--- src/rtl/tm_lif_bank.sv ---
// Time-multiplexed bank of leaky integrate-and-fire neurons. A single shared datapath
// updates one neuron slot per enabled cycle and reports each result one cycle later.
module tm_lif_bank #(
    parameter int  N_NEURONS      = 8,
    parameter int  WIDTH          = 8,
    parameter int  LEAK_SHIFT     = 1,
    parameter int  REFRAC         = 2,
    parameter int  DEFAULT_THRESH = 127,
    parameter int  RESET_MODE     = 0,
    localparam int IDX_W          = $clog2(N_NEURONS)
) (
    input  logic                 clk,
    input  logic                 rst,
    input  logic                 en,
    input  logic [WIDTH-1:0]     current,
    input  logic                 thr_we,
    input  logic [IDX_W-1:0]     thr_addr,
    input  logic [WIDTH-1:0]     thr_data,
    output logic                 spike_valid,
    output logic [IDX_W-1:0]     spike_idx,
    output logic                 spike,
    output logic [WIDTH-1:0]     state_out,
    output logic                 sweep_done,
    output logic [N_NEURONS-1:0] spikes
);
    localparam int RW = (REFRAC < 1) ? 1 : $clog2(REFRAC + 1);
    localparam logic [IDX_W-1:0] LAST_SLOT = IDX_W'(N_NEURONS - 1);

    logic [WIDTH-1:0]     mem    [N_NEURONS];
    logic [WIDTH-1:0]     thr    [N_NEURONS];
    logic [RW-1:0]        refrac [N_NEURONS];
    logic [IDX_W-1:0]     ptr;
    logic [N_NEURONS-1:0] acc;

    logic [WIDTH-1:0]     v;
    logic [WIDTH-1:0]     thr_cur;
    logic [WIDTH:0]       sum_raw;
    logic [WIDTH-1:0]     sum;
    logic [WIDTH-1:0]     mem_next;
    logic                 refractory;
    logic                 fire;
    logic [N_NEURONS-1:0] acc_next;

    // NOTE: every signal below is assigned on every path through the block, so no latch can form.
    always_comb begin
        v          = mem[ptr];
        thr_cur    = thr[ptr];
        refractory = (refrac[ptr] != '0);
        sum_raw    = {1'b0, current} + {1'b0, v >> LEAK_SHIFT};
        sum        = sum_raw[WIDTH] ? '1 : sum_raw[WIDTH-1:0];
        fire       = !refractory && (sum >= thr_cur);
        if (refractory) begin
            mem_next = '0;
        end else if (fire) begin
            mem_next = (RESET_MODE == 1) ? sum - thr_cur : '0;
        end else begin
            mem_next = sum;
        end
        acc_next = acc | ({{(N_NEURONS-1){1'b0}}, fire} << ptr);
    end

    // NOTE: the neuron arrays are plain registers with defined reset contents, so they are cleared here.
    always_ff @(posedge clk) begin
        if (rst) begin
            for (int i = 0; i < N_NEURONS; i++) begin
                mem[i]    <= '0;
                thr[i]    <= WIDTH'(DEFAULT_THRESH);
                refrac[i] <= '0;
            end
            ptr         <= '0;
            acc         <= '0;
            spike_valid <= 1'b0;
            spike_idx   <= '0;
            spike       <= 1'b0;
            state_out   <= '0;
            sweep_done  <= 1'b0;
            spikes      <= '0;
        end else begin
            spike_valid <= en;
            spike       <= en & fire;
            sweep_done  <= en && (ptr == LAST_SLOT);
            if (en) begin
                mem[ptr] <= mem_next;
                if (refractory) begin
                    refrac[ptr] <= refrac[ptr] - RW'(1);
                end else if (fire) begin
                    refrac[ptr] <= RW'(REFRAC);
                end
                spike_idx <= ptr;
                state_out <= mem_next;
                if (ptr == LAST_SLOT) begin
                    spikes <= acc_next;
                    acc    <= '0;
                end else begin
                    acc <= acc_next;
                end
                ptr <= ptr + IDX_W'(1);
            end
            // Comparison above already read the old threshold for a same-slot write.
            if (thr_we) begin
                thr[thr_addr] <= thr_data;
            end
        end
    end
endmodule

--- config.mk ---
export PLATFORM = sky130hd
export DESIGN_NAME = tm_lif_bank
export DESIGN_NICKNAME = d
export VERILOG_FILES = /design/src/rtl/tm_lif_bank.sv
export SDC_FILE = /design/constraint.sdc
export NUM_CORES = 1
export LEC_CHECK = 0
export CORE_ASPECT_RATIO = 1.2
export CORE_MARGIN = 2
export CORE_UTILIZATION = 50
export DETAILED_ROUTE_END_ITERATION = 8
export PLACE_DENSITY = 0.78
export SLEW_MARGIN = 20
export SYNTH_ARGS = -nofsm -noshare
export SYNTH_HDL_FRONTEND = slang
export SYNTH_SLANG_ARGS = --single-unit
--- constraint.sdc ---
create_clock -name clk -period 5 [get_ports clk]
set_input_delay 1 -clock clk [delete_from_list [all_inputs] [get_ports clk]]
set_output_delay 1 -clock clk [all_outputs]
set_load 0.05 [all_outputs]
### Signal wires on met1, run 1

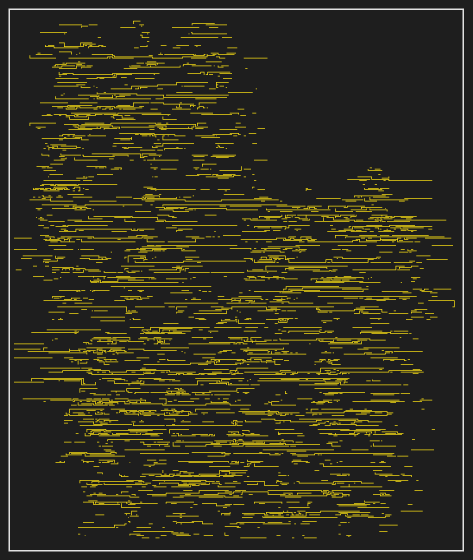
nets with wire on the layer: 686
main direction: horizontal
share of all routed wire: 40%
wire length on this layer: 7,230 µm
met1 Usage GRT: 27.1%
via count: 5,315

### Placed cells, one color a class, run 1

Fill, decap, tap and diode cells in gray.
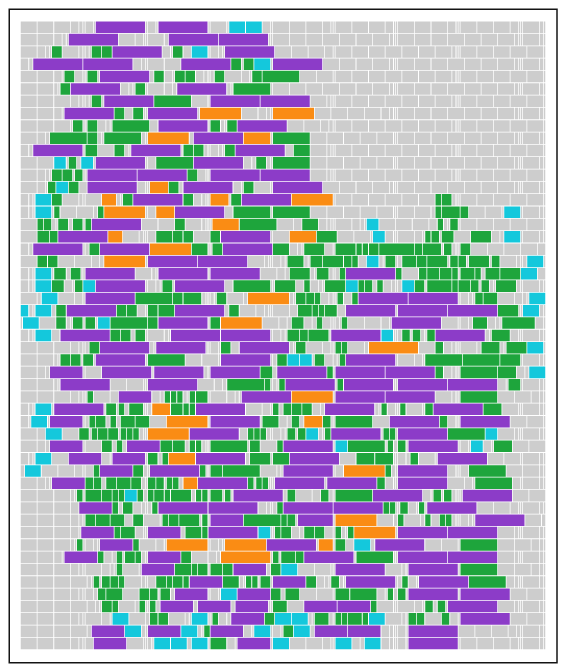
legend:
  orange:
    class: clock drivers and dummy loads
    cells: 32
    share_of_their_area: 7.0%
  cyan:
    class: other buffers and delay cells
    cells: 63
    share_of_their_area: 6.3%
  purple:
    class: flops
    cells: 172
    share_of_their_area: 52%
  green:
    class: combinational and other logic
    cells: 424
    share_of_their_area: 34%
fraction of area in registers: 50.8%
Util after Layout: 58.9%
Final Instance Area: 9460 µm²
# rows: 51
area of the core: 16,100 µm²

### M3 wires, run 1

Bar = 20 µm.
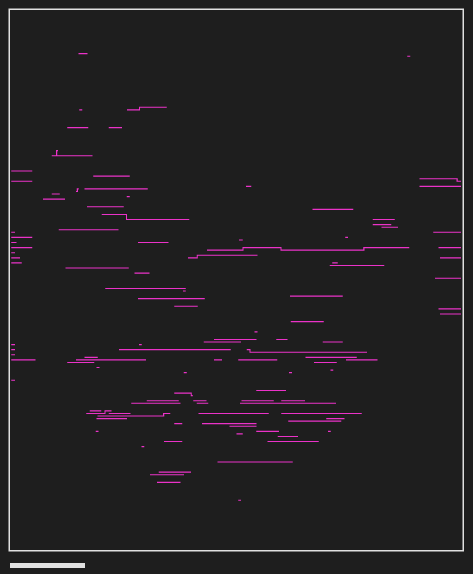
main direction: horizontal
wire length on this layer: 862 µm
longest straight run: 31.1 µm
grt met3 use: 3.57%
final WL: 18.0 mm

==> reports/metrics.cfg, run 1 <==
[grt]
grt_pass1_wl_mm=28.6
grt_pass1_vias=5420
grt_max_degree=48
grt_overflow=0

[cells_and_area]
logic_gate_count=409
comb_area_share_pct=32.9
buffers=63
top_area_cell_class=sequential cells
clock_tree_area_fraction_pct=6.78
regArea_um2=4810
logic_area_um2=3120
fillers=1253
layout.nonclk_buf_share_pct=6.11

[place]
dp_hpwl_mm=12.4
gp_congestion=0.813
place_area_um2=8820

[yosys]
synth_top_cell_by_count=edfxtp_1
postSynth.asyncResetShare_pct=0
yosysTopAreaCellShare_pct=50.1
synthTopCellsByArea=edfxtp_1 (50%), mux4_2 (9.4%), dfxtp_1 (8.8%)
edf_count=136
synthTopCellsByCount=edfxtp_1 (136), nor2_1 (76), nand2b_1 (53), dfxtp_1 (36)
ys_ff=172
synth_cells=639
ys_seq_share_pct=58.9
ys_chip_area_um2=8160
synth-main-ff-cell=edfxtp_1

[hold_path]
hp-class=flop to flop
hold_path_depth=2

[die]
die_h_um=144
nWellTaps=212
dieWidth_um=121

[route]
via_per_inst=5.89
firstDrtPassIters=5

[worst_setup_path]
worstSetupEndpoint=mem[4][5]$_SDFFCE_PN0P_
cp.required_ns=5.27
cp-start-kind=flop
critPathArrivalTime_ns=4.95
crit_family=simple AND/OR/NAND/NOR gates

[timing]
period_minus_slack_ns=4.68
slew_viol_final=0
hold_viol=0
period_used_pct=93.6

[cts]
htreeDepth=4
cts_buffer_depth=2
clk_latency_ns=0.43
cts_tree=done

[power_and_ir_drop]
power_density_nw_per_um2=391
p_int_mw=2.63
p_leak_nw=3.26

[job]
openroad.warnings=26
cap_violations=0

[status]
status=finished, final reports clean

## run 1: cells by family after synthesis
logic type	synth area share, %
muxes	12.5
AOI/OAI and AO/OA	5.86
buffers and inverters	2.87
DFF	58.9
adders and majority gates	3.01
and+or+nand+nor	16.7
xor gates and xnor gates	0.215
## run 1: state kept, by name (all words and copies together), names as in the netlist, named ones only
| name | count |
|---|---|
| refrac | 16 |
| spike_valid | 1 |
| spike | 1 |
| thr | 64 |
| state_out | 8 |
| spikes | 8 |
| ptr | 3 |
| sweep_done | 1 |
| acc | 8 |
| mem | 56 |
| spike_idx | 3 |
## run 1: metal layers
| metal | GRT usage (%) | wire length [µm] |
|---|---|---|
| met1 | 27.1 | 7230 |
| met2 | 38.1 | 9490 |
| met3 | 3.57 | 861 |
| met4 | 9.30 | 458 |
| met5 | 0 | 0 |
### Routed metal per tile, run 1

Bar = 20 µm. The die is cut into 24 by 29 equal tiles; dark blue is low, red is high, scaled to the fullest tile. Values are wire area over tile area, all layers added.
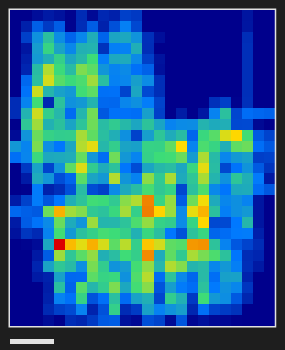

==> run 1 -> run 2 <==
==> constraint.sdc (replaced) <==
create_clock -name clk -period 5 [get_ports clk]
set_input_delay 1.25 -clock clk [delete_from_list [all_inputs] [get_ports clk]]
set_output_delay 1.25 -clock clk [all_outputs]
set_load 0.05 [all_outputs]
### Routed metal per tile, run 2

Bar = 20 µm. The die is cut into 24 by 29 equal tiles; dark blue is low, red is high, scaled to the fullest tile. Values are wire area over tile area, all layers added.
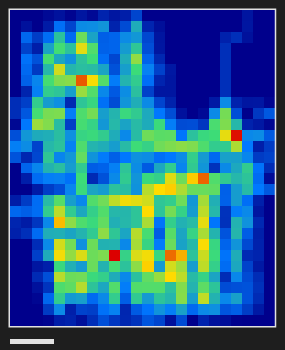
mean over tiles: 0.17
nearly empty tiles: 19%
emptiest ninth of the die: north-east
fullest tile: 0.61
tiles over half the peak: 17%
final WL: 18.5 mm
via count: 5,385
WL/cell: 20.5 µm
Total GRT Usage: 22.9%

### Clock routing, run 2

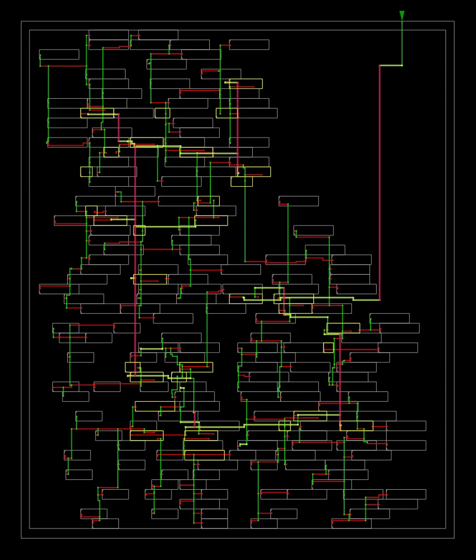
clock sinks: 172
layout clock buffer count: 17
P_clk: 1.44 mW
FFs & Latches: 172
Insertion Delay late pin: 0.44 ns

### M3 wires, run 2

Bar = 20 µm.
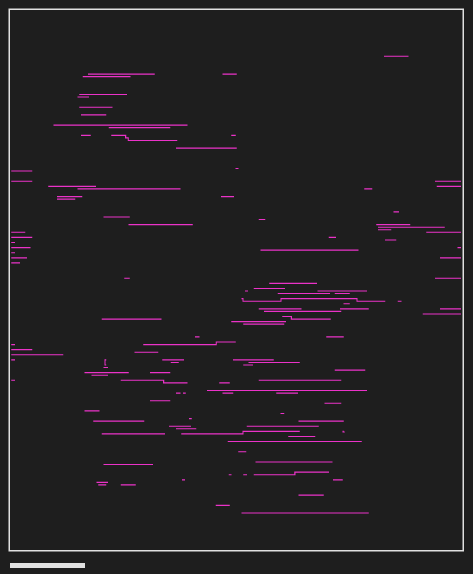
longest straight run: 42.3 µm
main direction: horizontal
share of all routed wire: 5.7%
nets with wire on the layer: 86
wire length on this layer: 1,050 µm
grt met3 use: 4.17%

==> reports/metrics.cfg, run 2 <==
[timing]
slew_viol_final=0
hold_viol=0
period_minus_slack_ns=4.71
period_used_pct=94.3

[yosys]
ys_sh_mux_pct=12.5
synth_cells=639
edf_count=136
synth_top_cell_by_count=edfxtp_1
postSynth.asyncResetShare_pct=0
ys_ff=172
synth-main-ff-cell=edfxtp_1
synthTopCellsByCount=edfxtp_1 (136), nor2_1 (76), nand2b_1 (53), dfxtp_1 (36)
ys_seq_share_pct=58.9
synthTopCellsByArea=edfxtp_1 (50%), mux4_2 (9.4%), dfxtp_1 (8.8%)
adder_share_pct=3.01
logic_family=simple AND/OR/NAND/NOR gates

[worst_setup_path]
cp-start-kind=flop
critPathArrivalTime_ns=5.00
cp.required_ns=5.28
crit_family=AND-OR/OR-AND gates

[route]
via_per_inst=5.95
wl_met3_mm=1.05
drt-met1-wl_mm=7.36
wl_met2_mm=9.74
routed.top_layer=met4
firstDrtPassIters=4

[cells_and_area]
seq_area_share_pct=50.6
largest_reg_flops=64
reg.largest.list=thr: 64 flops, mem: 56 flops, refrac: 16 flops
fin_util_pct=59.1
comb_area_share_pct=32.8
layout.nets=722
largest_register=thr
clock_tree_area_fraction_pct=6.86
logic_gate_count=409
top_area_cell_class=sequential cells
layout.nonclk_buf_share_pct=6.37
design_area_um2=9500
regArea_um2=4810
buffers=65

[status]
status=finished, final reports clean

[job]
cap_violations=0
openroad.warnings=26

[grt]
grt_max_degree=39
grt_pass1_wl_mm=29.7
use_met1_pct=28.4
grt_pass1_vias=5550
gr-usage-met2_pct=40.1
grt_overflow=0

[power_and_ir_drop]
p_int_mw=2.68
power_density_nw_per_um2=395
p_total_mw=3.76
p_leak_nw=3.27

[die]
nWellTaps=212
coreArea_um2=16100

[cts]
cts_buffer_depth=2
htreeDepth=4

[place]
dp_hpwl_mm=12.6
gp_congestion=0.846
io_buffers=44

run 2: worst min path at each step:
stage | start | end | cells after the start
CTS | state_out[3]$_SDFFE_PP0P_ | state_out[3]$_SDFFE_PP0P_ | 2
finish | state_out[3]$_SDFFE_PP0P_ | state_out[3]$_SDFFE_PP0P_ | 2
global placement | acc[6]$_SDFFE_PP0P_ | acc[6]$_SDFFE_PP0P_ | 2
floorplan | acc[7]$_SDFFE_PP0P_ | acc[7]$_SDFFE_PP0P_ | 2
global route | state_out[3]$_SDFFE_PP0P_ | state_out[3]$_SDFFE_PP0P_ | 2
detailed placement | spikes[1]$_SDFFE_PP0P_ | spikes[1]$_SDFFE_PP0P_ | 2
### Placed cells, one color a class, run 2

Fill, decap, tap and diode cells in gray.
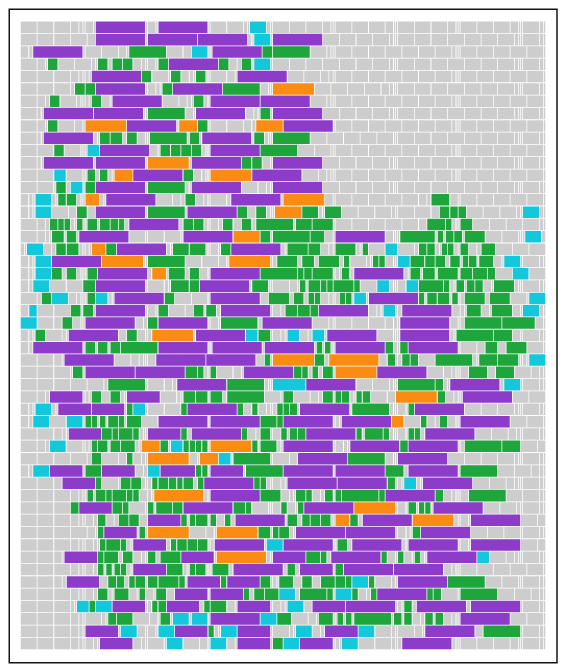

==> run 2 -> run 3 <==
--- a/config.mk
+++ b/config.mk
@@ -9,7 +9,7 @@
 export CORE_MARGIN = 2
 export CORE_UTILIZATION = 50
 export DETAILED_ROUTE_END_ITERATION = 8
-export PLACE_DENSITY = 0.78
+export PLACE_DENSITY = 0.71
 export SLEW_MARGIN = 20
 export SYNTH_ARGS = -nofsm -noshare
 export SYNTH_HDL_FRONTEND = slang
### Placed cells, one color a class, run 3

Fill, decap, tap and diode cells in gray.
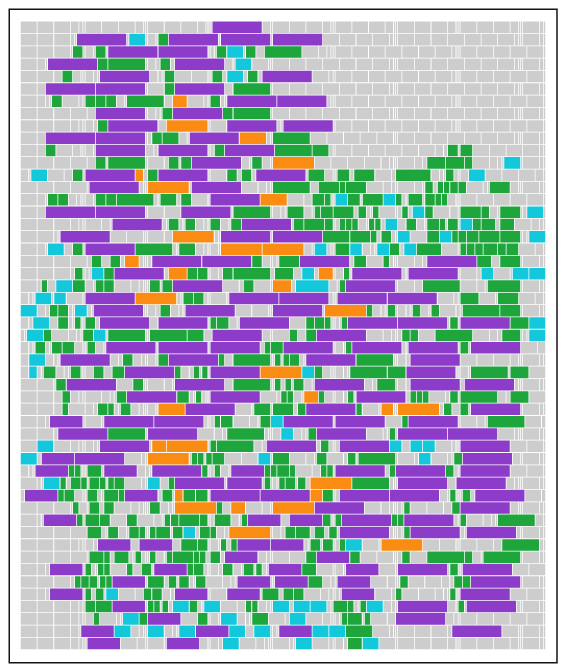
legend:
  green:
    class: combinational and other logic
    cells: 424
    share_of_their_area: 34%
  orange:
    class: clock drivers and dummy loads
    cells: 32
    share_of_their_area: 6.2%
  purple:
    class: flops
    cells: 172
    share_of_their_area: 52%
  cyan:
    class: other buffers and delay cells
    cells: 73
    share_of_their_area: 7.2%
fraction of area in registers: 50.6%
Final Instance Area: 9500 µm²
Util after Layout: 59.0%

### Signal wires on met1, run 3

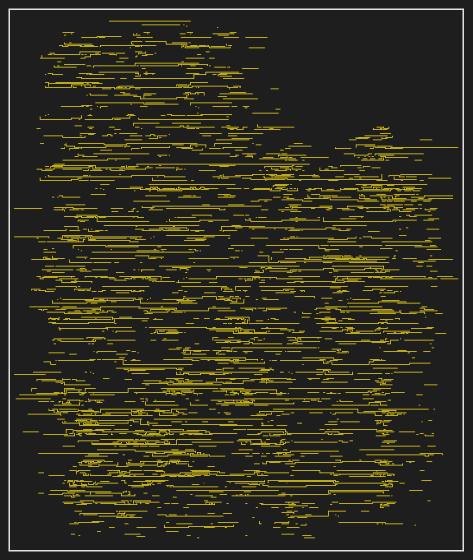
longest straight run: 46.0 µm
nets with wire on the layer: 705
main direction: horizontal
met1 Usage GRT: 28.9%
final WL: 18.9 mm
via count: 5,368

### Clock routing, run 3

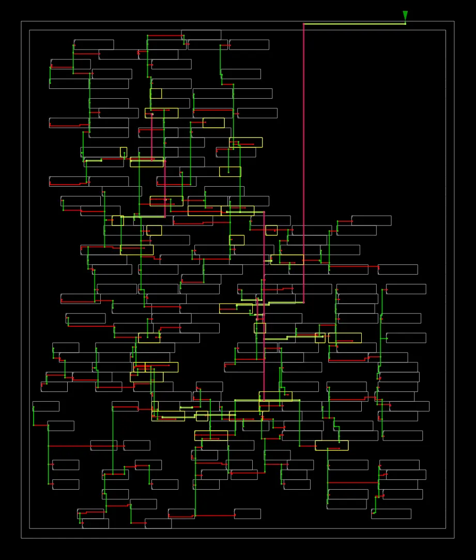
skew final: 0.0126 ns
CTS Buf Count: 17
Insertion Delay late pin: 0.42 ns
P_clk: 1.26 mW

==> reports/metrics.cfg, run 3 <==
[status]
status=finished, final reports clean

[grt]
grt_pass1_wl_mm=29.5
gr-usage-met2_pct=39.0
use_met3_pct=3.37
busiest_layer=met2

[route]
drt-met1-wl_mm=7.72
wl_met3_um=853
via_per_inst=5.88
wl_met2_mm=9.72
firstDrtPassIters=6

[place]
gp_congestion=0.850
dp_hpwl_mm=13.1
place_area_um2=8910

[yosys]
synthXorXnorAreaFrac_pct=0.215
edf_count=136
ys_ff=172
synthTopCellsByArea=edfxtp_1 (50%), mux4_2 (9.4%), dfxtp_1 (8.8%)
logic_family=simple AND/OR/NAND/NOR gates
synth_top_cell_by_count=edfxtp_1
ys_sh_simple_pct=16.7
yosysTopAreaCellShare_pct=50.1
synth.cellmix.compoundShare_pct=5.86
ys_chip_area_um2=8160
synth_cells=639

[cells_and_area]
clock_tree_area_fraction_pct=6.05
clkbuf_count=17
comb_area_share_pct=32.9
logic_area_um2=3130
regArea_um2=4810
top_area_cell_class=sequential cells
reg.largest.list=thr: 64 flops, mem: 56 flops, refrac: 16 flops
largest_reg_flops=64
nFlopsAndLatches=172
layout.nonclk_buf_share_pct=7.01
largest_register=thr
buffers=73
fillers=1291

[job]
cap_violations=0
openroad.warnings=26

[hold_path]
hp-class=flop to flop

[power_and_ir_drop]
power_density_nw_per_um2=380
p_leak_nw=3.27

[die]
dieWidth_um=121
die_h_um=144
nWellTaps=212

[cts]
cts_sinks=172
cts_tree=done

[worst_setup_path]
cp-start-kind=flop

[timing]
period_used_pct=93.8
period_minus_slack_ns=4.69
setup_viol=0
hold_viol=0

[run 3: how the worst min path moves through the flow]
stage / start / end / slack, ns / cells after the start
3_3_place_gp: acc[6]$_SDFFE_PP0P_ / acc[6]$_SDFFE_PP0P_ / 0.45 / 2
2_1_floorplan: acc[7]$_SDFFE_PP0P_ / acc[7]$_SDFFE_PP0P_ / 0.44 / 2
3_5_place_dp: acc[7]$_SDFFE_PP0P_ / acc[7]$_SDFFE_PP0P_ / 0.46 / 2
5_1_grt: acc[7]$_SDFFE_PP0P_ / acc[7]$_SDFFE_PP0P_ / 0.49 / 2
6_report: spikes[5]$_SDFFE_PP0P_ / spikes[5]$_SDFFE_PP0P_ / 0.48 / 2
4_1_cts: acc[7]$_SDFFE_PP0P_ / acc[7]$_SDFFE_PP0P_ / 0.48 / 2
Power figures rest on the tool's default switching activity, not on a simulated workload.
